Fig. 1: signal wires by layer
The bar under the picture is 50 um long. Two of the layers only.
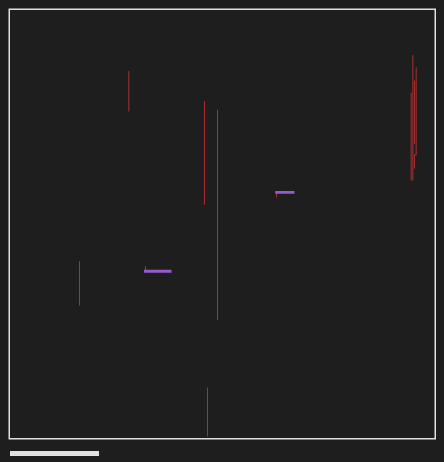
Fig. 2: placement by cell class
The bar under the picture is 50 um long.
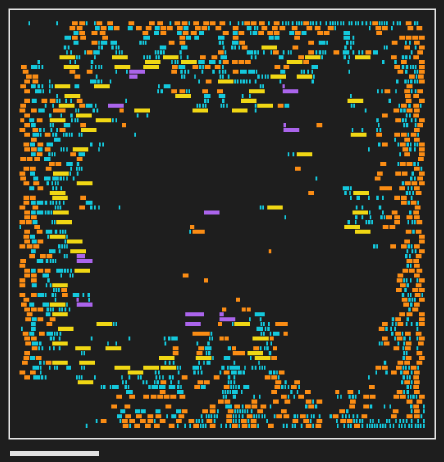
$ cat src/rtl/clint_pkg.sv
// Shared CLINT constants: CSR addresses, trap cause codes and system instruction encodings.
package clint_pkg;

    localparam logic [11:0] CSR_MSTATUS = 12'h300;
    localparam logic [11:0] CSR_MTVEC   = 12'h305;
    localparam logic [11:0] CSR_MEPC    = 12'h341;
    localparam logic [11:0] CSR_MCAUSE  = 12'h342;

    localparam logic [63:0] CAUSE_ECALL  = 64'd11;
    localparam logic [63:0] CAUSE_EBREAK = 64'd3;

    localparam logic [31:0] INST_ECALL  = 32'h0000_0073;
    localparam logic [31:0] INST_EBREAK = 32'h0010_0073;
    localparam logic [31:0] INST_MRET   = 32'h3020_0073;

    // The CSR write port is 64 bits wide; only the 12-bit CSR number is meaningful.
    function automatic logic [63:0] csr_addr(input logic [11:0] num);
        return {52'd0, num};
    endfunction

endpackage

$ cat src/rtl/clint_if.sv
// Signal bundle between the core pipeline / CSR file and the CLINT trap sequencer.
interface clint_if;
    logic [31:0] inst;
    logic [63:0] inst_addr;
    logic        jump_flag;
    logic [63:0] jump_addr;
    logic        int_flag;
    logic [63:0] csr_mtvec;
    logic [63:0] csr_mepc;
    logic [63:0] csr_mstatus;
    logic        global_int_en;
    logic        we;
    logic [63:0] waddr;
    logic [63:0] raddr;
    logic [63:0] data;
    logic        hold_flag;
    logic        int_assert;
    logic [63:0] int_addr;

    modport slave (
        input  inst, inst_addr, jump_flag, jump_addr, int_flag,
        input  csr_mtvec, csr_mepc, csr_mstatus, global_int_en,
        output we, waddr, raddr, data, hold_flag, int_assert, int_addr
    );

    modport master (
        output inst, inst_addr, jump_flag, jump_addr, int_flag,
        output csr_mtvec, csr_mepc, csr_mstatus, global_int_en,
        input  we, waddr, raddr, data, hold_flag, int_assert, int_addr
    );
endinterface

$ cat src/rtl/clint.sv
// CLINT trap sequencer: turns ECALL/EBREAK/timer interrupts into mepc/mstatus/mcause
// writes plus a PC redirect to mtvec, and MRET into an mstatus restore plus redirect to mepc.
//
// state            | meaning
// S_IDLE           | waiting for an event; hold asserted combinationally on detect
// S_W_MEPC         | write saved PC to mepc
// S_W_MSTATUS      | write mstatus with MPIE<=MIE, MIE<=0
// S_W_MCAUSE       | write latched cause to mcause
// S_ASSERT         | redirect strobe to mtvec
// S_W_MSTATUS_MRET | write mstatus with MIE<=MPIE, MPIE<=1
// S_ASSERT_MRET    | redirect strobe to mepc
module clint
    import clint_pkg::*;
#(
    parameter logic [63:0] TIMER_CAUSE = 64'h8000_0000_0000_0007
) (
    input  logic     clk,
    input  logic     rst,
    clint_if.slave   bus
);

    typedef enum logic [2:0] {
        S_IDLE,
        S_W_MEPC,
        S_W_MSTATUS,
        S_W_MCAUSE,
        S_ASSERT,
        S_W_MSTATUS_MRET,
        S_ASSERT_MRET
    } state_t;

    state_t      state, state_next;
    logic [63:0] saved_pc, cause;
    logic        is_exc, is_irq, is_mret;
    logic [63:0] exc_cause;
    logic [63:0] ms;

    assign ms        = bus.csr_mstatus;
    assign is_exc    = (bus.inst == INST_ECALL) || (bus.inst == INST_EBREAK);
    assign exc_cause = (bus.inst == INST_EBREAK) ? CAUSE_EBREAK : CAUSE_ECALL;
    assign is_irq    = bus.int_flag && bus.global_int_en;
    assign is_mret   = (bus.inst == INST_MRET);
    assign bus.raddr = '0;

    always_ff @(posedge clk or negedge rst) begin
        if (!rst) begin
            state    <= S_IDLE;
            saved_pc <= '0;
            cause    <= '0;
        end else begin
            state <= state_next;
            // Exceptions win over a simultaneous interrupt.
            if (state == S_IDLE && (is_exc || is_irq)) begin
                saved_pc <= is_exc ? bus.inst_addr
                                   : (bus.jump_flag ? bus.jump_addr : bus.inst_addr);
                cause    <= is_exc ? exc_cause : TIMER_CAUSE;
            end
        end
    end

    always_comb begin
        state_next     = state;
        bus.hold_flag  = 1'b0;
        bus.we         = 1'b0;
        bus.waddr      = '0;
        bus.data       = '0;
        bus.int_assert = 1'b0;
        bus.int_addr   = '0;
        case (state)
            S_IDLE: begin
                // Gate with rst so the detect stall cannot leak out while in reset.
                if (rst && (is_exc || is_irq)) begin
                    state_next    = S_W_MEPC;
                    bus.hold_flag = 1'b1;
                end else if (rst && is_mret) begin
                    state_next    = S_W_MSTATUS_MRET;
                    bus.hold_flag = 1'b1;
                end
            end
            S_W_MEPC: begin
                state_next    = S_W_MSTATUS;
                bus.hold_flag = 1'b1;
                bus.we        = 1'b1;
                bus.waddr     = csr_addr(CSR_MEPC);
                bus.data      = saved_pc;
            end
            S_W_MSTATUS: begin
                state_next    = S_W_MCAUSE;
                bus.hold_flag = 1'b1;
                bus.we        = 1'b1;
                bus.waddr     = csr_addr(CSR_MSTATUS);
                bus.data      = {ms[63:8], ms[3], ms[6:4], 1'b0, ms[2:0]};
            end
            S_W_MCAUSE: begin
                state_next    = S_ASSERT;
                bus.hold_flag = 1'b1;
                bus.we        = 1'b1;
                bus.waddr     = csr_addr(CSR_MCAUSE);
                bus.data      = cause;
            end
            S_ASSERT: begin
                state_next     = S_IDLE;
                bus.hold_flag  = 1'b1;
                bus.int_assert = 1'b1;
                bus.int_addr   = bus.csr_mtvec;
            end
            S_W_MSTATUS_MRET: begin
                state_next    = S_ASSERT_MRET;
                bus.hold_flag = 1'b1;
                bus.we        = 1'b1;
                bus.waddr     = csr_addr(CSR_MSTATUS);
                bus.data      = {ms[63:8], 1'b1, ms[6:4], ms[7], ms[2:0]};
            end
            S_ASSERT_MRET: begin
                state_next     = S_IDLE;
                bus.hold_flag  = 1'b1;
                bus.int_assert = 1'b1;
                bus.int_addr   = bus.csr_mepc;
            end
            default: state_next = S_IDLE;
        endcase
    end

endmodule

$ cat src/flat_wrapper.sv
// flat-port wrapper written by rule: the top's interface ports become plain ports
module clint_flat import clint_pkg::*;
#(
    parameter logic [63:0] TIMER_CAUSE = 64'h8000_0000_0000_0007
)
  (clk, rst, bus_inst, bus_inst_addr, bus_jump_flag, bus_jump_addr, bus_int_flag, bus_csr_mtvec, bus_csr_mepc, bus_csr_mstatus, bus_global_int_en, bus_we, bus_waddr, bus_raddr, bus_data, bus_hold_flag, bus_int_assert, bus_int_addr);
  clint_if bus_i ();
  input  logic clk;
  input  logic rst;
  input wire logic [$bits(bus_i.inst)-1:0] bus_inst;
  input wire logic [$bits(bus_i.inst_addr)-1:0] bus_inst_addr;
  input wire logic [$bits(bus_i.jump_flag)-1:0] bus_jump_flag;
  input wire logic [$bits(bus_i.jump_addr)-1:0] bus_jump_addr;
  input wire logic [$bits(bus_i.int_flag)-1:0] bus_int_flag;
  input wire logic [$bits(bus_i.csr_mtvec)-1:0] bus_csr_mtvec;
  input wire logic [$bits(bus_i.csr_mepc)-1:0] bus_csr_mepc;
  input wire logic [$bits(bus_i.csr_mstatus)-1:0] bus_csr_mstatus;
  input wire logic [$bits(bus_i.global_int_en)-1:0] bus_global_int_en;
  output wire logic [$bits(bus_i.we)-1:0] bus_we;
  output wire logic [$bits(bus_i.waddr)-1:0] bus_waddr;
  output wire logic [$bits(bus_i.raddr)-1:0] bus_raddr;
  output wire logic [$bits(bus_i.data)-1:0] bus_data;
  output wire logic [$bits(bus_i.hold_flag)-1:0] bus_hold_flag;
  output wire logic [$bits(bus_i.int_assert)-1:0] bus_int_assert;
  output wire logic [$bits(bus_i.int_addr)-1:0] bus_int_addr;
  assign bus_i.inst = bus_inst;
  assign bus_i.inst_addr = bus_inst_addr;
  assign bus_i.jump_flag = bus_jump_flag;
  assign bus_i.jump_addr = bus_jump_addr;
  assign bus_i.int_flag = bus_int_flag;
  assign bus_i.csr_mtvec = bus_csr_mtvec;
  assign bus_i.csr_mepc = bus_csr_mepc;
  assign bus_i.csr_mstatus = bus_csr_mstatus;
  assign bus_i.global_int_en = bus_global_int_en;
  assign bus_we = bus_i.we;
  assign bus_waddr = bus_i.waddr;
  assign bus_raddr = bus_i.raddr;
  assign bus_data = bus_i.data;
  assign bus_hold_flag = bus_i.hold_flag;
  assign bus_int_assert = bus_i.int_assert;
  assign bus_int_addr = bus_i.int_addr;
  clint #(.TIMER_CAUSE(TIMER_CAUSE)) u_core (.clk(clk), .rst(rst), .bus(bus_i));
endmodule
$ cat config.mk
export PLATFORM = sky130hd
export DESIGN_NAME = clint_flat
export DESIGN_NICKNAME = d
export VERILOG_FILES = /design/src/rtl/clint_pkg.sv /design/src/rtl/clint_if.sv /design/src/rtl/clint.sv /design/src/flat_wrapper.sv
export SDC_FILE = /design/constraint.sdc
export NUM_CORES = 1
export LEC_CHECK = 0
export ABC_AREA = 1
export CAP_MARGIN = 40
export CORE_AREA = 5 5 233 235
export CTS_CLUSTER_DIAMETER = 40
export CTS_CLUSTER_SIZE = 25
export DETAILED_ROUTE_END_ITERATION = 8
export DIE_AREA = 0 0 238 240
export PLACE_DENSITY = 0.46
export SLEW_MARGIN = 25
export SYNTH_ARGS = -nofsm -noshare
export SYNTH_HDL_FRONTEND = slang
export SYNTH_SLANG_ARGS = --single-unit
$ cat constraint.sdc
create_clock -name clk -period 3.8 [get_ports clk]
set_input_delay 0.38 -clock clk [delete_from_list [all_inputs] [get_ports clk]]
set_output_delay 0.38 -clock clk [all_outputs]
set_load 0.02 [all_outputs]
==> report_table.html <==
<!-- implementation run metrics -->
<table>
<tr><th>Metric</th><th>Value</th></tr>
<tr><th colspan="2">Clock tree</th></tr>
<tr><td>Sinks on Clock Net</td><td>70</td></tr>
<tr><td>Insertion Delay late pin</td><td>0.36 ns</td></tr>
<tr><td>Clock tree from TritonCTS</td><td>built</td></tr>
<tr><td>Clk Tree Root Cell</td><td>sky130_fd_sc_hd__clkbuf_16</td></tr>
<tr><td>Depth of the CTS H-tree</td><td>3</td></tr>
<tr><td>Count of buffers added by post-CTS timing repair for setup</td><td>0</td></tr>
<tr><td>Hold buffer count at cts</td><td>0</td></tr>
<tr><td>Maximum clock path buffer count</td><td>2</td></tr>
<tr><td>Number of gates given a new drive strength after cts</td><td>0</td></tr>
<tr><td>Clock-pin slew of the registers on the worst-case setup and hold paths</td><td>0.06 ns</td></tr>
<tr><th colspan="2">STA</th></tr>
<tr><td>Highest achievable clock rate</td><td>323 MHz</td></tr>
<tr><td>Unrepaired setup endpoints after global routing</td><td>false</td></tr>
<tr><td>Post-route clock period utilization</td><td>0.814</td></tr>
<tr><td>Slew margin rel.</td><td>0.618</td></tr>
<tr><td>Setup tns final</td><td>0 ns</td></tr>
<tr><td>Worst-case clock skew</td><td>0.00719 ns</td></tr>
<tr><td>Number of endpoints with negative hold slack in the final report</td><td>0</td></tr>
<tr><td>Worst hold margin</td><td>0.156 ns</td></tr>
<tr><td>Actual transition at the worst max-transition pin</td><td>0.573 ns</td></tr>
<tr><td>Post-layout min period</td><td>3.09 ns</td></tr>
<tr><td>Total setup violations reported at the end of the flow</td><td>0</td></tr>
<tr><th colspan="2">Floorplanning</th></tr>
<tr><td>Vertical die size</td><td>240 um</td></tr>
<tr><td>Number of I/O pins</td><td>616</td></tr>
<tr><td>Initial Utilization</td><td>0.138</td></tr>
<tr><td>Width of the die</td><td>238 um</td></tr>
<tr><td>Chip area</td><td>57100 um2</td></tr>
<tr><td>Number of tapcells</td><td>688</td></tr>
<tr><td>Core area</td><td>52000 um2</td></tr>
<tr><th colspan="2">Worst setup path</th></tr>
<tr><td>Worst R2R Setup Slack</td><td>1.78 ns</td></tr>
<tr><td>Type of element launching the critical path</td><td>register</td></tr>
<tr><td>Reg-to-Reg End</td><td>u_core.saved_pc[0]$_DFFE_PN0P_</td></tr>
<tr><td>Startpoint of the most critical register-to-register path</td><td>u_core.state[1]$_DFFE_PN0P_</td></tr>
<tr><td>CP Buf/Inv Count</td><td>3</td></tr>
<tr><td>Standard cell with the maximum stage delay on the critical path</td><td>sky130_fd_sc_hd__clkdlybuf4s50_1</td></tr>
<tr><td>Maximum fanout encountered on the critical timing path</td><td>55</td></tr>
<tr><td>CP Capture Point</td><td>bus_int_addr[62]</td></tr>
<tr><td>Critical Path Sink Type</td><td>output port</td></tr>
<tr><td>R2R cell count</td><td>9</td></tr>
<tr><td>Arrival time worst endpoint</td><td>2.71 ns</td></tr>
<tr><td>Critical path depth in cells</td><td>6</td></tr>
<tr><td>Crit path cell chain</td><td>inv_1 -&gt; nor2_4 -&gt; buf_4 -&gt; o21ai_0 -&gt; nor2_1 -&gt; clkdlybuf4s50_1</td></tr>
<tr><td>Required time worst endpoint</td><td>3.42 ns</td></tr>
<tr><td>Category of the most critical setup path</td><td>register to output port</td></tr>
<tr><td>Critical Path Start</td><td>u_core.state[2]$_DFFE_PN0P_</td></tr>
<tr><th colspan="2">Synth</th></tr>
<tr><td>Avg Cell Area, Syn</td><td>6.62 um2</td></tr>
<tr><td>Area reported by Yosys stat</td><td>7200 um2</td></tr>
<tr><td>Asr flop ratio synth</td><td>1.00</td></tr>
<tr><td>Area leader, netlist</td><td>sky130_fd_sc_hd__dfrtp_1</td></tr>
<tr><td>Leading cell types by total area after synthesis</td><td>sky130_fd_sc_hd__dfrtp_1 24%, sky130_fd_sc_hd__nand2_1 19%, sky130_fd_sc_hd__buf_4 14%, sky130_fd_sc_hd__mux2_2 9.8%, sky130_fd_sc_hd__nor2_1 7.6%</td></tr>
<tr><td>Number of enable flip-flop cells</td><td>0</td></tr>
<tr><td>Unique cell type count in the Yosys netlist</td><td>29</td></tr>
<tr><td>Most common reg cell</td><td>sky130_fd_sc_hd__dfrtp_1</td></tr>
<tr><td>Number of warnings reported in the yosys synthesis log</td><td>0</td></tr>
<tr><td>Sequential cell area fraction in the yosys report</td><td>0.243</td></tr>
<tr><td>Synthesized instance count</td><td>1088</td></tr>
<tr><td>Post-synthesis instance area</td><td>7200 um2</td></tr>
<tr><td>Library cell with the highest instance count after synthesis</td><td>sky130_fd_sc_hd__nand2_1</td></tr>
<tr><td>Registers, synthesis</td><td>70</td></tr>
<tr><th colspan="2">Power and ir drop</th></tr>
<tr><td>P_comb</td><td>4.47 mW</td></tr>
<tr><td>Final Power</td><td>6.72 mW</td></tr>
<tr><td>Int Power</td><td>3.61 mW</td></tr>
<tr><td>Psw</td><td>3.12 mW</td></tr>
<tr><td>Relative contribution of combinational cells to total power</td><td>0.665</td></tr>
<tr><td>P_seq</td><td>1.33 mW</td></tr>
<tr><td>Pwr Density</td><td>532 nW/um2</td></tr>
<tr><td>Power in the clock group</td><td>0.923 mW</td></tr>
<tr><td>Power share of the clock group</td><td>0.137</td></tr>
<tr><td>Switching part of the total</td><td>0.463</td></tr>
<tr><th colspan="2">Detailed routing</th></tr>
<tr><td>Number of remaining DRC errors</td><td>0</td></tr>
<tr><td>Remaining antenna violation count</td><td>0</td></tr>
<tr><td>Total length of routed met2 wires</td><td>18500 um</td></tr>
<tr><td>Drt first-iter violations</td><td>259</td></tr>
<tr><td>Highest Signal Layer</td><td>met5</td></tr>
<tr><td>WL met3</td><td>3150 um</td></tr>
<tr><td>Metal1 wirelength</td><td>15100 um</td></tr>
<tr><td>Via-per-instance ratio</td><td>3.75</td></tr>
<tr><th colspan="2">Global route</th></tr>
<tr><td>Met3 GRT Util</td><td>0.0420</td></tr>
<tr><td>Number of antenna violations at the first check in global routing</td><td>2</td></tr>
<tr><td>Vias in the first global route</td><td>8525</td></tr>
<tr><td>Met1 track utilization from global routing</td><td>0.142</td></tr>
<tr><td>Congestion Overflow GR</td><td>0</td></tr>
<tr><td>Largest net degree at the start of global routing</td><td>67</td></tr>
<tr><td>Global-route wire length before repair</td><td>53100 um</td></tr>
<tr><td>Met2 layer usage reported by global route</td><td>0.216</td></tr>
<tr><th colspan="2">Layout</th></tr>
<tr><td>Mi-comb count</td><td>913</td></tr>
<tr><td>Number of fill cells in the layout</td><td>5790</td></tr>
<tr><td>Non-clock buffer total of the final layout</td><td>513</td></tr>
<tr><td>Final layout net count</td><td>1892</td></tr>
<tr><td>Total number of sequential cells</td><td>70</td></tr>
<tr><td>Flip-flop and latch area</td><td>1750 um2</td></tr>
<tr><td>Number of non-clock inverters in the layout</td><td>28</td></tr>
<tr><td>Clock tree buffer count of the final layout</td><td>13</td></tr>
<tr><td>Clock Network Area Fraction</td><td>0.0240</td></tr>
<tr><td>Dominant kind of cell</td><td>buffers</td></tr>
<tr><td>Non-clock buffers, area share</td><td>0.408</td></tr>
<tr><td>Multi-input logic area</td><td>4460 um2</td></tr>
<tr><td>Diodes inserted</td><td>0</td></tr>
<tr><td>Fraction of standard cell area in multi-input logic</td><td>0.353</td></tr>
<tr><td>Syn-to-layout area delta</td><td>75.5%</td></tr>
<tr><td>Share of post-route cells with drive strength above 1</td><td>0.0779</td></tr>
<tr><th colspan="2">Place</th></tr>
<tr><td>Detail Placement HPWL</td><td>29500 um</td></tr>
<tr><td>Placer's final routability congestion estimate</td><td>0.937</td></tr>
<tr><td>Number of port buffers</td><td>492</td></tr>
<tr><td>Pre-CTS setup slack</td><td>0.835 ns</td></tr>
<tr><td>Post-DP Area</td><td>12300 um2</td></tr>
<tr><td>Placed Cells incl. Taps</td><td>2212</td></tr>
<tr><th colspan="2">Outcome</th></tr>
<tr><td>Outcome</td><td>finished clean</td></tr>
<tr><th colspan="2">Min path</th></tr>
<tr><td>Worst hold-check path type</td><td>input port to async pin</td></tr>
<tr><th colspan="2">Run</th></tr>
<tr><td>Number of warnings in the stage logs</td><td>26</td></tr>
</table>
About Fig. 1:
| layer | color | wire length |
|---|---|---|
| metal 4 | red | 467 um |
| metal 5 | purple | 23.0 um |
Overall Global Routing Usage: 0.121
average wire per cell in the routed design: 16.7 um
Routed Wire Length: 37200 um
vias post-DR: 8354

About Fig. 2:
| class | color | cells | share of their area |
|---|---|---|---|
| remaining buffers and delay cells | orange | 513 | 44% |
| sequential cells | yellow | 70 | 15% |
| clock drivers and dummy loads | purple | 16 | 2.6% |
| combinational and other logic | cyan | 941 | 39% |
number of placement rows: 84
post-layout utilization of the core: 0.243
sequential share of cell area: 0.139
design area: 12600 um2

==> cells by family after synthesis <==
kind of cell           share of synthesized area
AND-OR/OR-AND                              0.119
buffers and inverters                      0.204
flip-flops                                 0.243
multiplexers                              0.0985
other                                   0.000521
AND/OR/NAND/NOR                            0.335
==> registers in the layout (all words and copies together), names as in the netlist <==
signal           cells
u_core.cause         3
u_core.saved_pc     64
u_core.state         3
==> cells in the final DEF, fill, tap and decap left out, drive strengths merged <==
cell type and instances:
clkbuf 13, o21ai 69, and2 1, mux2 63, nor3 3, clkinvlp 1
bufinv 1, clkinv 1, buf 24, nor4 1, nand3b 2, dfrtp 70
nand3 75, a22o 58, conb 123, inv 28, nand2 369, clkdlybuf4s50 489
or2 1, nor2 148
Power is estimated from default activity; no workload was simulated.
